===== config.mk =====
export PLATFORM = sky130hd
export DESIGN_NAME = fetch_redirect_ctrl_flat
export DESIGN_NICKNAME = d
export VERILOG_FILES = /design/src/rtl/fetch_redirect_ctrl_if.sv /design/src/rtl/fetch_redirect_ctrl.sv /design/src/flat_wrapper.sv
export SDC_FILE = /design/constraint.sdc
export NUM_CORES = 1
export LEC_CHECK = 0
export CAP_MARGIN = 10
export CORE_MARGIN = 3
export CORE_UTILIZATION = 41
export DETAILED_ROUTE_END_ITERATION = 7
export PLACE_DENSITY = 0.87
export SETUP_SLACK_MARGIN = 0.2
export SLEW_MARGIN = 15
export SYNTH_ARGS = -nofsm -noshare
export SYNTH_HDL_FRONTEND = slang
export SYNTH_SLANG_ARGS = --single-unit
export TNS_END_PERCENT = 50

===== constraint.sdc =====
create_clock -name clk -period 2.3 [get_ports clk]
set_input_delay 0.575 -clock clk [delete_from_list [all_inputs] [get_ports clk]]
set_output_delay 0.575 -clock clk [all_outputs]
set_load 0.02 [all_outputs]

===== src/rtl/fetch_redirect_ctrl_if.sv =====
// ---------------------------------------------------------------------------
// fetch_redirect_ctrl_if
//
// Purpose: bundles the signals between the fetch redirect controller and the
// pipeline around it.
//
// Signals:
//   inStall       stall request from the downstream pipeline register
//   inInstType    4-bit instruction type held in that register
//   inBrTaken     branch-taken flag held in that register
//   inTarget      32-bit redirect target for a taken branch or JAL
//   inHalt        halt request
//   outPC         registered fetch address
//   outPCPlus4    outPC + 4 (combinational, wraps modulo 2^32)
//   outValid      fetch slot valid (1 exactly in RUN)
//   outFlush      one-cycle pulse on the first FLUSH cycle
//   outState      RUN=0, FLUSH=1, LOAD_WAIT=2, HALT=3
//   outFlushCount saturating count of redirects taken
//
// Modports:
//   master  pipeline side: drives the in* signals, observes the out* signals
//   slave   controller side: observes in*, drives out*
// ---------------------------------------------------------------------------
interface fetch_redirect_ctrl_if;
    logic        inStall;
    logic [3:0]  inInstType;
    logic        inBrTaken;
    logic [31:0] inTarget;
    logic        inHalt;
    logic [31:0] outPC;
    logic [31:0] outPCPlus4;
    logic        outValid;
    logic        outFlush;
    logic [1:0]  outState;
    logic [15:0] outFlushCount;

    modport master (
        output inStall, inInstType, inBrTaken, inTarget, inHalt,
        input  outPC, outPCPlus4, outValid, outFlush, outState, outFlushCount
    );

    modport slave (
        input  inStall, inInstType, inBrTaken, inTarget, inHalt,
        output outPC, outPCPlus4, outValid, outFlush, outState, outFlushCount
    );
endinterface


===== src/rtl/fetch_redirect_ctrl.sv =====
// ---------------------------------------------------------------------------
// fetch_redirect_ctrl
//
// Purpose: generates the instruction fetch address. The PC advances by 4 each
// cycle in RUN. A taken branch or JAL reported by the downstream register
// loads the aligned target and squashes BUBBLE_CYCLES fetch slots (FLUSH).
// Any other stall re-fetches the current address after one idle cycle
// (LOAD_WAIT). A halt request parks the PC until reset.
//
// Ports:
//   clk    clock, all state updates on the rising edge
//   reset  asynchronous, active-low reset
//   bus    fetch_redirect_ctrl_if.slave (see interface header for signals)
//
// Parameters:
//   RESET_VALUE    PC loaded on reset
//   OP1_LW         instruction-type code of a load
//   OP1_BR         instruction-type code of a conditional branch
//   OP1_JAL        instruction-type code of a jump-and-link
//   BUBBLE_CYCLES  fetch slots squashed per redirect, legal 1..3
// ---------------------------------------------------------------------------
module fetch_redirect_ctrl #(
    parameter logic [31:0] RESET_VALUE   = 32'h0000_0000,
    parameter logic [3:0]  OP1_LW        = 4'b1001,
    parameter logic [3:0]  OP1_BR        = 4'b0010,
    parameter logic [3:0]  OP1_JAL       = 4'b1011,
    parameter int unsigned BUBBLE_CYCLES = 2
) (
    input logic                   clk,
    input logic                   reset,
    fetch_redirect_ctrl_if.slave  bus
);

    typedef enum logic [1:0] {
        RUN       = 2'd0,
        FLUSH     = 2'd1,
        LOAD_WAIT = 2'd2,
        HALT      = 2'd3
    } stateT;

    // Bubble counter is 2 bits wide, enough for the legal range 1..3.
    localparam logic [1:0] BUBBLE_LOAD = 2'(BUBBLE_CYCLES);

    stateT       stateReg, stateNext;
    logic [31:0] pcReg, pcNext;
    logic [1:0]  bubbleReg, bubbleNext;
    logic        flushReg, flushNext;
    logic [15:0] countReg, countNext;

    logic        redirectEvent;
    logic        loadEvent;
    logic [31:0] alignedTarget;

    // Classify the instruction waiting in the downstream register. Loads and
    // unrecognised types never redirect; they fall into the load path below.
    always_comb begin
        redirectEvent = 1'b0;
        case (bus.inInstType)
            OP1_JAL: redirectEvent = bus.inStall;
            OP1_BR:  redirectEvent = bus.inStall & bus.inBrTaken;
            OP1_LW:  redirectEvent = 1'b0;
            default: redirectEvent = 1'b0;
        endcase
    end

    assign loadEvent     = bus.inStall & ~redirectEvent;
    // Instruction fetch is word aligned: the low two target bits are dropped.
    assign alignedTarget = bus.inTarget & 32'hFFFF_FFFC;

    always_comb begin
        stateNext  = stateReg;
        pcNext     = pcReg;
        bubbleNext = bubbleReg;
        flushNext  = 1'b0;
        countNext  = countReg;

        case (stateReg)
            RUN: begin
                if (bus.inHalt) begin
                    stateNext = HALT;
                end else if (redirectEvent) begin
                    stateNext  = FLUSH;
                    pcNext     = alignedTarget;
                    bubbleNext = BUBBLE_LOAD;
                    flushNext  = 1'b1;
                    countNext  = (countReg == 16'hFFFF) ? countReg : countReg + 16'd1;
                end else if (loadEvent) begin
                    stateNext = LOAD_WAIT;
                end else begin
                    pcNext = pcReg + 32'd4;
                end
            end

            // Inputs describe squashed slots here, so they are not looked at.
            FLUSH: begin
                bubbleNext = bubbleReg - 2'd1;
                if (bubbleReg == 2'd1) begin
                    stateNext = RUN;
                end
            end

            // A redirect arriving while waiting is honoured; anything else
            // returns to RUN with the PC untouched so the address is re-fetched.
            LOAD_WAIT: begin
                if (redirectEvent) begin
                    stateNext  = FLUSH;
                    pcNext     = alignedTarget;
                    bubbleNext = BUBBLE_LOAD;
                    flushNext  = 1'b1;
                    countNext  = (countReg == 16'hFFFF) ? countReg : countReg + 16'd1;
                end else begin
                    stateNext = RUN;
                end
            end

            HALT: begin
                stateNext = HALT;
            end

            default: begin
                stateNext = RUN;
            end
        endcase
    end

    always_ff @(posedge clk or negedge reset) begin
        if (!reset) begin
            stateReg  <= RUN;
            pcReg     <= RESET_VALUE;
            bubbleReg <= 2'd0;
            flushReg  <= 1'b0;
            countReg  <= 16'd0;
        end else begin
            stateReg  <= stateNext;
            pcReg     <= pcNext;
            bubbleReg <= bubbleNext;
            flushReg  <= flushNext;
            countReg  <= countNext;
        end
    end

    assign bus.outPC         = pcReg;
    assign bus.outPCPlus4    = pcReg + 32'd4;
    assign bus.outValid      = (stateReg == RUN);
    assign bus.outFlush      = flushReg;
    assign bus.outState      = stateReg;
    assign bus.outFlushCount = countReg;

endmodule


===== src/flat_wrapper.sv =====
// flat-port wrapper written by rule: the top's interface ports become plain ports
module fetch_redirect_ctrl_flat 
#(
    parameter logic [31:0] RESET_VALUE   = 32'h0000_0000,
    parameter logic [3:0]  OP1_LW        = 4'b1001,
    parameter logic [3:0]  OP1_BR        = 4'b0010,
    parameter logic [3:0]  OP1_JAL       = 4'b1011,
    parameter int unsigned BUBBLE_CYCLES = 2
)
  (clk, reset, bus_inStall, bus_inInstType, bus_inBrTaken, bus_inTarget, bus_inHalt, bus_outPC, bus_outPCPlus4, bus_outValid, bus_outFlush, bus_outState, bus_outFlushCount);
  fetch_redirect_ctrl_if bus_i ();
  input logic clk;
  input logic reset;
  input wire logic [$bits(bus_i.inStall)-1:0] bus_inStall;
  input wire logic [$bits(bus_i.inInstType)-1:0] bus_inInstType;
  input wire logic [$bits(bus_i.inBrTaken)-1:0] bus_inBrTaken;
  input wire logic [$bits(bus_i.inTarget)-1:0] bus_inTarget;
  input wire logic [$bits(bus_i.inHalt)-1:0] bus_inHalt;
  output wire logic [$bits(bus_i.outPC)-1:0] bus_outPC;
  output wire logic [$bits(bus_i.outPCPlus4)-1:0] bus_outPCPlus4;
  output wire logic [$bits(bus_i.outValid)-1:0] bus_outValid;
  output wire logic [$bits(bus_i.outFlush)-1:0] bus_outFlush;
  output wire logic [$bits(bus_i.outState)-1:0] bus_outState;
  output wire logic [$bits(bus_i.outFlushCount)-1:0] bus_outFlushCount;
  assign bus_i.inStall = bus_inStall;
  assign bus_i.inInstType = bus_inInstType;
  assign bus_i.inBrTaken = bus_inBrTaken;
  assign bus_i.inTarget = bus_inTarget;
  assign bus_i.inHalt = bus_inHalt;
  assign bus_outPC = bus_i.outPC;
  assign bus_outPCPlus4 = bus_i.outPCPlus4;
  assign bus_outValid = bus_i.outValid;
  assign bus_outFlush = bus_i.outFlush;
  assign bus_outState = bus_i.outState;
  assign bus_outFlushCount = bus_i.outFlushCount;
  fetch_redirect_ctrl #(.RESET_VALUE(RESET_VALUE), .OP1_LW(OP1_LW), .OP1_BR(OP1_BR), .OP1_JAL(OP1_JAL), .BUBBLE_CYCLES(BUBBLE_CYCLES)) u_core (.clk(clk), .reset(reset), .bus(bus_i));
endmodule

==> Slide: Implementation Results, run 1 <==
Physical Implementation Snapshot

Floorplan
  • Die ar.: 9270 um2
  • Io pins: 125
  • Rows: 32
  • Starting Density: 0.428
  • Placeable Area: 7810 um2

Placed design
  • RePlAce Congestion: 0.905
  • Post-placement cell area: ~5700 um2
  • Placed cells: 667
  • Pre-CTS setup slack: -393 ps
  • Final HPWL DP: 9360 um

GRT
  • GR Util met3: 0.0805
  • M2 GR Usage: 0.515
  • First-pass GRT wire length: 21500 um
  • Largest net degree at the start of global routing: 27
  • Met1 Usage GRT: 0.359
  • Initial antenna violation count: 0
  • Grt ovf: 0
  • GRT busiest layer: met2
  • Vias in the first global route: 4169

Logic synthesis
  • Adder Area Share: 0.0112
  • Syn. warnings: 0
  • Ys flops: 51
  • Top logic family: simple AND/OR/NAND/NOR gates
  • Post-synthesis cell count: roughly 370
  • Yosys xor share: 0.113
  • Synth Area per Inst: approximately 9.2 um2
  • Asr flop ratio synth: 1.00
  • Yosys top cell by area: dfrtp_1
  • Area share, top type: 0.382
  • Post-synth EDFFs: 0
  • Mapped cell area: 3340 um2
  • MUX area fraction: 0.0213
  • Top cells, area: dfrtp_1 38%, xnor2_1 7.3%, nand3_1 4.0%, xor2_1 3.9%, a21oi_1 2.7%
  • Ao+oa area frac: 0.177
  • Simple-Gate Fraction of Synth Area: 0.245
  • Yosys stat chip area: 3340 um2
  • Seq share, synth: 0.382
  • Main flop type: dfrtp_1
  • # Cells Yosys: 365
  • Post-synth cell types: 62

Timing
  • Slew headroom: 0.546
  • Worst Setup Slack, final: -357 ps
  • Final setup viols: 22
  • Fin crit share: 1.16
  • Final hold vios: 0
  • Slew @ Worst Pin: around 680 ps
  • Worst Skew: 13.6 ps
  • Setup TNS: -4650 ps
  • Min Tclk post-route: 2660 ps
  • Max-slew violation count: 0
  • RSZ-0062 raised after global routing: yes
  • Final Hold Slack: 278 ps
  • Highest Clock Rate: 0.376 GHz

Critical path
  • CP Capture Type: output pin
  • Slowest stage cell, crit path: dfrtp_2
  • Most Frequent Cell on Critical Path: buf_4
  • CP peak stage delay: around 420 ps
  • Peak fanout along the critical path: 3
  • Critical path arrival: 2080 ps
  • R2r startpoint: u_core.bus.outPC[6]$_DFFE_PN0P_
  • Crit path DRT: 1730 ps
  • Crit Path Class: flip-flop to output pin
  • R2R depth: 14
  • R2R Path End: u_core.bus.outPC[18]$_DFFE_PN0P_
  • Cells along the critical path: buf_4, and4_4, nand4_1, nor3_2, buf_4, xor2_2, buf_6
  • Worst R2R Setup Slack: ~20 ps
  • Worst setup SP type: flip-flop

Clock network
  • TritonCTS buffer count: 5
  • Clock Tree Buf Depth: 2
  • Clk_lat worst skew: 320 ps
  • H-tree levels: 2
  • Clk root buf: clkbuf_8
  • Clock Sinks: 51
  • Worst-path clk slew: 100 ps
  • CTS tree: built

Pwr
  • Leakage power: ~3 nW
  • VDD IR max: 653 uV
  • Power consumption: 6.24 mW
  • Pwr dens: 996 nW/um2

Finish
  • Layout cell share with drive strength beyond 1: 0.437
  • Post-Layout Cell Count: roughly 700
  • Fin area: 6260 um2
  • Nets: 643
  • Diode count: 0
  • P&R area growth vs syn: 87.4%

Flow run
  • OpenROAD warning count: 31
  • Max Cap Viol: 0

Route
  • Drt pass-1 iters: 5
  • Post-DR vias/cell: 6.31
  • Initial drt markers: 456
  • ANT nets after route: 0
  • DR DRC count: 0

Outcome
  • Outcome: finished with violations
  • Violated checks: setup timing

Hold path
  • Hold WC Path Type: input port to async pin
[run 1: power breakdown]
part | switching [mW] | total, mW | internal, mW | leakage [nW]
registers | 0.335 | 1.53 | 1.20 | 0.614
logic | 2.21 | 4.13 | 1.93 | 2.28
clock network | 0.327 | 0.571 | 0.244 | 0.0482
[run 1: cell families after synthesis]
logic type                 Yosys count
AOI/OAI and AO/OA                   87
DFF                                 51
muxes                                7
adders and majority gates            3
and+or+nand+nor                    139
xor gates and xnor gates            43
buffers and inverters               34
other                                1
[run 1: critical path: cells and delay by family, from the launching register on]
family,cells,cell delay [ps]
buffers and inverters,3,460
xor gates and xnor gates,1,170
and+or+nand+nor,3,720
DFF,1,420
[run 1: flip-flops by register name, indices dropped and copies added (netlist names)]
| name | cells |
|---|---|
| u_core.bus.outFlush | 1 |
| u_core.bus.outFlushCount | 16 |
| u_core.bus.outPC | 30 |
| u_core.bus.outState | 2 |
| u_core.bubbleReg | 2 |
[run 1: worst max-delay path by stage]
stage | slack (ps) | to | start | cells past startpoint
3_3_place_gp | -350 | bus_outPCPlus4[27] | u_core.bus.outPC[2]$_DFFE_PN0P_ | 6
5_1_grt | -400 | bus_outPCPlus4[20] | u_core.bus.outPC[2]$_DFFE_PN0P_ | 7
3_5_place_dp | -390 | bus_outPCPlus4[27] | u_core.bus.outPC[2]$_DFFE_PN0P_ | 6
2_1_floorplan | 80 | bus_outPCPlus4[26] | u_core.bus.outPC[3]$_DFFE_PN0P_ | 5
4_1_cts | -260 | bus_outPCPlus4[25] | u_core.bus.outPC[7]$_DFFE_PN0P_ | 6
6_report | -360 | bus_outPCPlus4[31] | u_core.bus.outPC[6]$_DFFE_PN0P_ | 7
[run 1: cells in the final DEF (no fill, tap or decap), types with 5 or more instances in the layout]
master	count
nand3_1	20
o22a_1	5
buf_6	28
clkdlybuf4s50_1	71
dlygate4sd2_1	10
dfrtp_1	28
clkbuf_8	6
nand4_1	14
o21ai_0	17
xnor2_2	14
xnor2_1	13
xor2_1	9
a21oi_1	17
mux2i_1	6
dlymetal6s2s_1	8
nor3_1	7
buf_12	7
nand2_1	18
buf_4	120
o2bb2ai_1	6
dfrtp_2	23
nand3_4	5
and3_1	8
inv_1	10
a22oi_1	6
nor2_1	15
o22ai_1	6
a31oi_1	8
[run 1: Yosys cell counts (10+ instances only)]
cell	count
nand3_1	27
dfrtp_1	51
xor2_1	15
nor3_1	10
nand4_1	14
inv_1	10
and3_1	11
a21oi_1	18
nand2_1	21
o21ai_0	17
xnor2_1	28
nor2_1	18
[run 1: metal layers]
| metal | wire length (um) | vias up | share of wire |
|---|---|---|---|
| met5 | 0 | - | 0 |
| met4 | 871 | 0 | 0.055 |
| met3 | 1690 | 111 | 0.11 |
| met2 | 7770 | 391 | 0.49 |
| met1 | 5510 | 2119 | 0.35 |
| li1 | - | 1812 | - |
[run 1: cell type report]
class                   count  area [um2]
clock buffers               7        86.3
clock inverters             1        5.00
fillers                   439        1540
inverters                  11        41.3
multi-input cells         283        2430
flip-flops and latches     51        1310
well taps                 102         128
repair buffers            247        2270
[run 1: timing repair]
item	in CTS	in global routing
resized	195	45
hold buffers	0	0
pin swaps	40	20
setup buffers	21	6
setup endpoints to repair	54	51
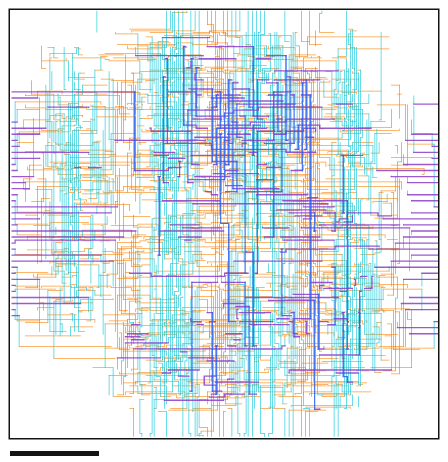
(run_1/metal_stack.png)
The bar under the picture is 20 um long.
legend:
  purple:
    layer: met3
    wire_length: 1690 um
  cyan:
    layer: met2
    wire_length: 7770 um
  blue:
    layer: met4
    wire_length: 871 um
  orange:
    layer: met1
    wire_length: 5510 um
Via Count: 4433
WL/cell: 22.6 um
drt total wl: 15800 um
GRT Resource Usage Total: 0.299

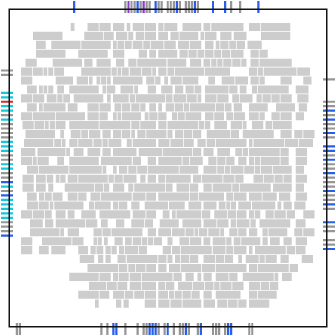
(run_1/pins.png)
Pins as bars across the die edge, other pins in gray.
legend:
  cyan:
    port: bus_outFlushCount
    pins: 16
    direction: output
    edge: left
  blue:
    port: bus_outPC
    pins: 32
    direction: output
    edge: 11 right, 10 bottom, 8 top, 3 left
  red:
    port: bus_outFlush
    pins: 1
    direction: output
    edge: left
  purple:
    port: bus_outState
    pins: 2
    direction: output
    edge: top
Die Height: 96.3 um
Buffers on Ports: 118
die width: 96.3 um

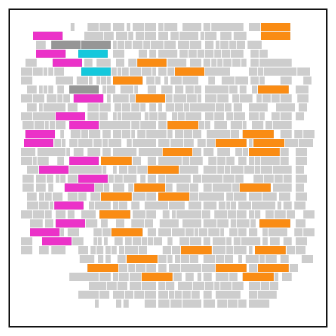
(run_1/registers.png)
Other sequential cells in the stronger gray, the rest of the logic in the fainter gray.
legend:
  magenta:
    netlist_name: u_core.bus.outFlushCount
    flops: 16
  orange:
    netlist_name: u_core.bus.outPC
    flops: 30
  cyan:
    netlist_name: u_core.bubbleReg
    flops: 2
sequential power: 1.53 mW
Final Util: 0.802

==> run 1 -> run 2 <==
--- a/config.mk
+++ b/config.mk
@@ -9,6 +9,7 @@
 export CORE_MARGIN = 3
 export CORE_UTILIZATION = 41
 export DETAILED_ROUTE_END_ITERATION = 7
+export HOLD_SLACK_MARGIN = 0.05
 export PLACE_DENSITY = 0.87
 export SETUP_SLACK_MARGIN = 0.2
 export SLEW_MARGIN = 15
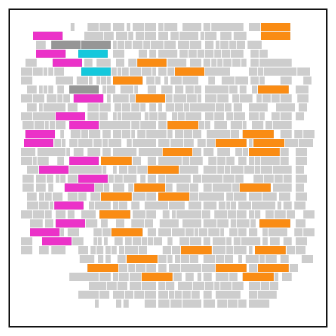
(run_2/registers.png)
Other sequential cells in the stronger gray, the rest of the logic in the fainter gray.
legend:
  orange:
    netlist_name: u_core.bus.outPC
    flops: 30
  cyan:
    netlist_name: u_core.bubbleReg
    flops: 2
  magenta:
    netlist_name: u_core.bus.outFlushCount
    flops: 16
Reg area: 1310 um2
Seq/total area: 0.208

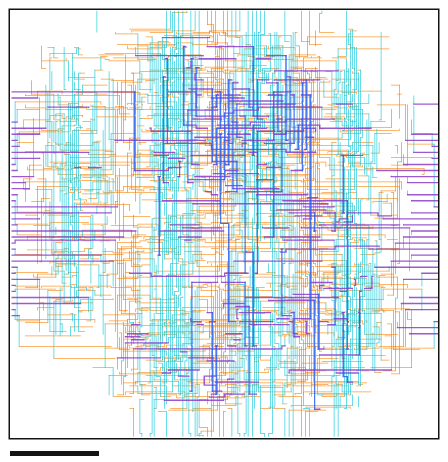
(run_2/metal_stack.png)
The bar under the picture is 20 um long.
legend:
  cyan:
    layer: met2
    wire_length: 7770 um
  blue:
    layer: met4
    wire_length: 871 um
  purple:
    layer: met3
    wire_length: 1690 um
  orange:
    layer: met1
    wire_length: 5510 um

==> run 2 against run 1 <==
Hold slack is the same. Via count is the same. Critical endpoint unchanged. Total power is the same. Wire length is the same. Register-to-register slack is essentially flat. Largest cell class unchanged. Critical path type unchanged. The run still ends with setup timing left. Synthesized area is the same. Clock-buffer cell count is the same.
==> Slide: Implementation Results, run 2 <==
Physical Implementation Snapshot

Pwr
  • Internal power: 3.37 mW
  • Sw frac: 0.460
  • VDD IR max: 653 uV
  • Flop pwr share: 0.246
  • Pwr dens: roughly 1000 nW/um2
  • Leakage power: 2.95 nW
  • Clock network fraction of total power: 0.092
  • Switching power: 2.87 mW
  • Comb power frac: 0.663

Floorplan
  • Die ar.: ~9300 um2
  • Die Height: 96.3 um
  • Starting Density: 0.428
  • Io pins: around 130
  • Placeable Area: 7810 um2
  • Die width: 96.3 um
  • Rows: 32

Route
  • Post-DR vias/cell: 6.31
  • DR DRC count: 0
  • Drt total wl: 15800 um
  • Via Count: 4433
  • Initial drt markers: 456
  • WL/cell: approximately 23 um
  • ANT nets after route: 0
  • Drt pass-1 iters: 5

Finish
  • Nets: 643
  • Layout cell share with drive strength beyond 1: 0.437
  • P&R area growth vs syn: 87.4%
  • Most frequent logic cell in the layout: buf_4
  • Largest register FFs: 30
  • Diode count: 0
  • Most frequent cells in the layout: 120 x buf_4, 71 x clkdlybuf4s50_1, 28 x buf_6, 28 x dfrtp_1, 23 x dfrtp_2

Logic synthesis
  • Yosys stat chip area: 3340 um2
  • Seq share, synth: 0.382
  • Post-synth cell types: 62
  • Commonest cells post-synth: 51 x dfrtp_1, 28 x xnor2_1, 27 x nand3_1
  • Mapped cell area: 3340 um2
  • Area share, top type: 0.382
  • Yosys top cell by area: dfrtp_1
  • Syn. warnings: 0
  • Main flop type: dfrtp_1
  • Ys flops: 51
  • # Cells Yosys: 365
  • Post-synthesis cell count: approximately 370
  • Post-synth EDFFs: 0
  • Top cells, area: dfrtp_1 38%, xnor2_1 7.3%, nand3_1 4.0%, xor2_1 3.9%, a21oi_1 2.7%
  • Asr flop ratio synth: 1.00
  • Cell with the most instances after synthesis: dfrtp_1
  • Synth Area per Inst: 9.16 um2

Placed design
  • RePlAce Congestion: 0.905
  • Final HPWL DP: ~9400 um
  • Pre-CTS setup slack: -393 ps
  • Buffers on Ports: between 100 and 150

Outcome
  • Violated checks: setup timing
  • Outcome: finished with violations

Timing
  • Fin crit share: 1.16
  • Worst Skew: 13.6 ps
  • Highest Clock Rate: 0.376 GHz
  • Final Hold Slack: 278 ps
  • Setup TNS: -4650 ps
  • Slew @ Worst Pin: approximately 680 ps
  • Worst Setup Slack, final: -357 ps
  • Max-slew violation count: 0
  • Final setup viols: 22
  • Min Tclk post-route: 2660 ps
  • Slew headroom: 0.546
  • Final hold vios: 0
  • RSZ-0062 raised after global routing: yes

GRT
  • Met1 Usage GRT: 0.359
  • Initial antenna violation count: 0
  • Vias in the first global route: 4169
  • M2 GR Usage: 0.515
  • GR Util met3: 0.0805
  • GRT busiest layer: met2
  • First-pass GRT wire length: between 20000 and 25000 um
  • Largest net degree at the start of global routing: 27
  • GRT Resource Usage Total: 0.299
  • Grt ovf: 0

Critical path
  • Worst setup SP type: flip-flop
  • Crit path DRT: 1730 ps
  • R2r startpoint: u_core.bus.outPC[6]$_DFFE_PN0P_
  • CP Launch Point: u_core.bus.outPC[6]$_DFFE_PN0P_
  • CP Capture Type: output pin
  • Crit Path Class: flip-flop to output pin
  • Peak fanout along the critical path: 3
  • Critical path arrival: 2080 ps

Hold path
  • Hold WC Path Type: input port to async pin

Clock network
  • Clk root buf: clkbuf_8
  • Clock Tree Buf Depth: 2
  • H-tree levels: 2
  • Clock Sinks: between 50 and 60
  • CTS tree: built
  • Clk_lat worst skew: between 300 and 400 ps
  • Worst-path clk slew: 100 ps
  • TritonCTS buffer count: 5

Flow run
  • Max Cap Viol: 0
  • OpenROAD warning count: 31
[run 2: cell counts in the layout (fill, tap and decap cells not counted)]
No cell type changed its count.
[run 2: worst max-delay path, cell delays in order (launching register included)]
cell,delay (ps)
dfrtp_2,420
buf_4,140
and4_4,260
nand4_1,190
nor3_2,270
buf_4,180
xor2_2,170
buf_6,140
[run 2: power groups by stage]
stage | Sequential (mW) | Combinational (mW) | Clock (mW)
2_1_floorplan | 1.90 | 1.49 | 0
5_1_grt | 1.55 | 4.32 | 0.606
3_3_place_gp | 1.47 | 3.72 | 0
6_report | 1.53 | 4.13 | 0.571
3_5_place_dp | 1.49 | 3.81 | 0
4_1_cts | 1.48 | 3.87 | 0.552
[run 2: final cells by class]
| class | count | area (um2) |
|---|---|---|
| clock inverter | 1 | 5.00 |
| timing repair buffer | 247 | 2270 |
| sequential | 51 | 1310 |
| clock buffer | 7 | 86.3 |
| multi-input combinational | 283 | 2430 |
| fill | 439 | 1540 |
| tap | 102 | 128 |
| inverter | 11 | 41.3 |
[run 2: routing by layer]
| metal | routed length, um | vias to the layer above |
|---|---|---|
| met5 | 0 | - |
| met4 | 871 | 0 |
| met3 | 1690 | 111 |
| met2 | 7770 | 391 |
| met1 | 5510 | 2119 |
| li1 | - | 1812 |
[run 2: path summary, 6_finish.rpt]
path	to	slack (ps)	cells past startpoint
setup / recovery	bus_outPCPlus4[31]	-360	7
hold / removal	u_core.bus.outPC[28]$_DFFE_PN0P_	280	1
setup reg to reg	u_core.bus.outPC[18]$_DFFE_PN0P_	20	14
hold reg to reg	u_core.bubbleReg[0]$_DFFE_PN0P_	520	1
max in group asynchronous	u_core.bus.outPC[4]$_DFFE_PN0P_	1410	2
min in group clk	u_core.bubbleReg[0]$_DFFE_PN0P_	520	1
[run 2: what timing repair did]
item	4_1_cts	5_1_grt
hold buffers	0	0
buffers inserted	21	6
setup endpoints to repair	54	51
pin swaps	40	20
gates resized	195	45
[run 2: cells by family (layout without fill, tap and decap cells)]
family | after synthesis | in the layout | synth area share
AND/OR/NAND/NOR | 139 | 139 | 0.245
AND-OR/OR-AND | 87 | 87 | 0.177
other | 1 | 4 | 0.00112
flip-flops | 51 | 51 | 0.382
adder cells (fa/ha/maj) | 3 | 3 | 0.0112
buffers and inverters | 34 | 266 | 0.0498
XOR/XNOR | 43 | 43 | 0.113
multiplexers | 7 | 7 | 0.0213
[run 2: metrics by stage]
step	utilization	std cells	power, mW	area, um2
global route	0.802	702	6.48	6260
CTS	0.773	696	5.91	6040
finish	0.802	702	6.24	6260
global placement	0.724	667	5.18	5660
floorplan	-	368	3.39	3660
detailed placement	0.724	667	5.31	5660
==> run 2 -> run 3 <==
--- a/config.mk
+++ b/config.mk
@@ -12,7 +12,7 @@
 export HOLD_SLACK_MARGIN = 0.05
 export PLACE_DENSITY = 0.87
 export SETUP_SLACK_MARGIN = 0.2
-export SLEW_MARGIN = 15
+export SLEW_MARGIN = 20
 export SYNTH_ARGS = -nofsm -noshare
 export SYNTH_HDL_FRONTEND = slang
 export SYNTH_SLANG_ARGS = --single-unit
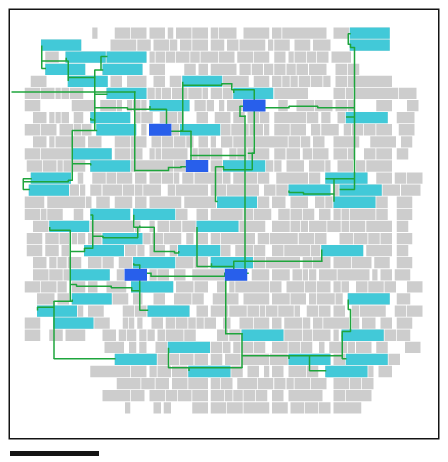
(run_3/clock_map.png)
The bar under the picture is 20 um long.
legend:
  cyan:
    item: flip-flops
    count: 51
  blue:
    item: cells driving clock nets
    count: 5
  green:
    item: clock wires
    length: 700 um
routed clock nets: 6
clk pwr: 0.571 mW
Worst Skew: 13.6 ps
clk_lat worst skew: 320 ps
clock network fraction of total power: 0.092

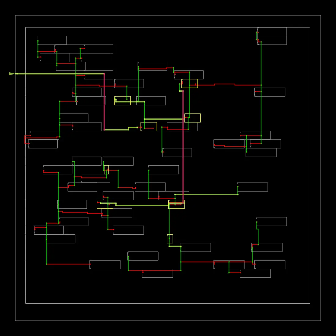
(run_3/final_clocks.png)
Clock Sinks: 51
seq_cells: 51
TritonCTS buffer count: 5
final-layout clock buffer total: 7

==> run 3 against run 2 <==
The run still ends with setup timing left. Via count unchanged. Maximum frequency unchanged. Critical path depth unchanged. Critical path type unchanged. Largest power group unchanged.
==> Slide: Implementation Results, run 3 <==
Physical Implementation Snapshot

Outcome
  • Outcome: finished with violations
  • Violated checks: setup timing

Finish
  • P&R area growth vs syn: 87.4%
  • Nets: 643
  • Final Util: 0.802
  • Largest register FFs: 30
  • Most frequent logic cell in the layout: buf_4
  • Layout fillers: 439
  • Diode count: 0
  • Layout cell share with drive strength beyond 1: 0.437
  • Most frequent cells in the layout: 120 x buf_4, 71 x clkdlybuf4s50_1, 28 x buf_6, 28 x dfrtp_1, 23 x dfrtp_2

GRT
  • GRT Resource Usage Total: 0.299
  • First-pass GRT wire length: 21500 um
  • Largest net degree at the start of global routing: 27
  • Initial antenna violation count: 0
  • Vias in the first global route: 4169
  • Grt ovf: 0

Route
  • Initial drt markers: between 400 and 500
  • ANT nets after route: 0
  • Drt total wl: 15800 um
  • Post-DR vias/cell: roughly 6.3
  • Drt pass-1 iters: 5
  • WL/cell: 22.6 um
  • DR DRC count: 0
  • Via Count: 4433

Timing
  • RSZ-0062 raised after global routing: yes
  • Slew headroom: 0.546
  • Max-slew violation count: 0
  • Min Tclk post-route: 2660 ps
  • Final hold vios: 0
  • Setup TNS: -4650 ps
  • Worst Setup Slack, final: -357 ps
  • Slew @ Worst Pin: 681 ps
  • Highest Clock Rate: 0.376 GHz
  • Fin crit share: 1.16
  • Final setup viols: 22
  • Final Hold Slack: roughly 280 ps

Critical path
  • Cells along the critical path: buf_4, and4_4, nand4_1, nor3_2, buf_4, xor2_2, buf_6
  • Most Frequent Cell on Critical Path: buf_4
  • R2R depth: 14
  • Worst setup SP type: flip-flop
  • Crit path DRT: 1730 ps
  • R2r startpoint: u_core.bus.outPC[6]$_DFFE_PN0P_
  • CP peak stage delay: 420 ps
  • Top Family by Delay on Critical Path: simple AND/OR/NAND/NOR gates
  • Peak fanout along the critical path: 3
  • Slowest stage cell, crit path: dfrtp_2
  • CP Capture Type: output pin
  • Crit Path Class: flip-flop to output pin
  • R2R Path End: u_core.bus.outPC[18]$_DFFE_PN0P_
  • Worst path buffer plus inverter count: 3
  • Critical path arrival: 2080 ps
  • Worst R2R Setup Slack: 20 ps

Clock network
  • Clk root buf: clkbuf_8
  • Worst-path clk slew: 100 ps
  • Clock Tree Buf Depth: 2
  • CTS tree: built
  • H-tree levels: 2
  • Hold-fix buffers, CTS: 0

Flow run
  • OpenROAD warning count: 31
  • Max Cap Viol: 0

Logic synthesis
  • # Cells Yosys: roughly 370
  • Main flop type: dfrtp_1
  • Asr flop ratio synth: 1.00
  • Post-synth cell types: approximately 62
  • Area share, top type: 0.382
  • Ys flops: 51
  • Synth Area per Inst: 9.16 um2
  • Top cells, area: dfrtp_1 38%, xnor2_1 7.3%, nand3_1 4.0%, xor2_1 3.9%, a21oi_1 2.7%
  • Yosys stat chip area: 3340 um2
  • Post-synthesis cell count: approximately 370
  • Yosys top cell by area: dfrtp_1
  • Seq share, synth: 0.382
  • Cell with the most instances after synthesis: dfrtp_1
  • Syn. warnings: 0
  • Mapped cell area: ~3300 um2
  • Post-synth EDFFs: 0
  • Commonest cells post-synth: 51 x dfrtp_1, 28 x xnor2_1, 27 x nand3_1

Pwr
  • Internal power: between 3 and 4 mW
  • Flop pwr share: 0.246
  • Leakage power: 2.95 nW
  • VDD IR max: approximately 650 uV
  • Switching power: 2.87 mW
  • Power consumption: between 6 and 7 mW
  • Sw frac: 0.460
  • Comb power frac: 0.663
  • Pwr dens: ~1000 nW/um2

Placed design
  • RePlAce Congestion: a little over 0.9
  • Buffers on Ports: 118
  • Final HPWL DP: 9360 um

Floorplan
  • Io pins: 125
  • Starting Density: 0.428
  • Rows: 32
  • Die width: 96.3 um
  • Placeable Area: between 7000 and 8000 um2
  • Die ar.: 9270 um2
  • Die Height: 96.3 um

Hold path
  • Hold WC Path Type: input port to async pin
run 3: cell counts after synthesis:
Identical to the previous run, type by type.
run 3: power by group through the flow:
stage	clock network, mW	logic [mW]	registers (mW)
2_1_floorplan	0	1.49	1.90
3_3_place_gp	0	3.72	1.47
3_5_place_dp	0	3.81	1.49
4_1_cts	0.552	3.87	1.48
5_1_grt	0.606	4.32	1.55
6_report	0.571	4.13	1.53
run 3: cell type report:
type                    count  area [um2]  share of cell area
flip-flops and latches     51        1310               0.208
inverters                  11        41.3             0.00659
clock buffers               7        86.3              0.0138
well taps                 102         128              0.0204
repair buffers            247        2270               0.362
multi-input cells         283        2430               0.388
clock inverters             1        5.00            0.000799
run 3: logic make-up (layout without fill, tap and decap cells):
logic type	after synthesis	in the layout	synth area share
and+or+nand+nor	139	139	0.245
AOI/OAI and AO/OA	87	87	0.177
DFF	51	51	0.382
xor gates and xnor gates	43	43	0.113
buffers and inverters	34	266	0.0498
muxes	7	7	0.0213
adders and majority gates	3	3	0.0112
other	1	4	0.00112
run 3: routing by layer:
metal / track usage / share of wire
met5: 0 / 0
met4: 0.106 / 0.055
met3: 0.0805 / 0.11
met2: 0.515 / 0.49
met1: 0.359 / 0.35
run 3: repair_timing:
action / in CTS / in global routing
setup endpoints to repair: 54 / 51
buffers inserted: 21 / 6
gates resized: 195 / 45
pin swaps: 40 / 20
run 3: stage by stage:
step	instances	worst slack (ps)	cell area [um2]
3_3_place_gp	667	-348	5660
5_1_grt	702	-403	6260
3_5_place_dp	667	-393	5660
2_1_floorplan	368	82.3	3660
6_report	702	-357	6260
4_1_cts	696	-261	6040
run 3: worst reg2reg max path, stage by stage (launching register included):
cell      delay, ps
dfrtp_2         420
nand4_4         170
buf_6           170
buf_6           100
buf_6           110
nor3_4          100
nand3_2         150
buf_6           150
buf_6           110
buf_6           100
buf_6           100
buf_6           100
buf_6           110
o22ai_2         120
o2bb2a_4        170
run 3: how the worst max path moves through the flow:
stage / endpoint / slack [ps] / from / cells past startpoint
final: bus_outPCPlus4[31] / -360 / u_core.bus.outPC[6]$_DFFE_PN0P_ / 7
after global routing: bus_outPCPlus4[20] / -400 / u_core.bus.outPC[2]$_DFFE_PN0P_ / 7
after CTS: bus_outPCPlus4[25] / -260 / u_core.bus.outPC[7]$_DFFE_PN0P_ / 6
after detailed placement: bus_outPCPlus4[27] / -390 / u_core.bus.outPC[2]$_DFFE_PN0P_ / 6
after global placement: bus_outPCPlus4[27] / -350 / u_core.bus.outPC[2]$_DFFE_PN0P_ / 6
after floorplan: bus_outPCPlus4[26] / 80 / u_core.bus.outPC[3]$_DFFE_PN0P_ / 5
No activity file was given, so power comes from the tool's default toggle rates.
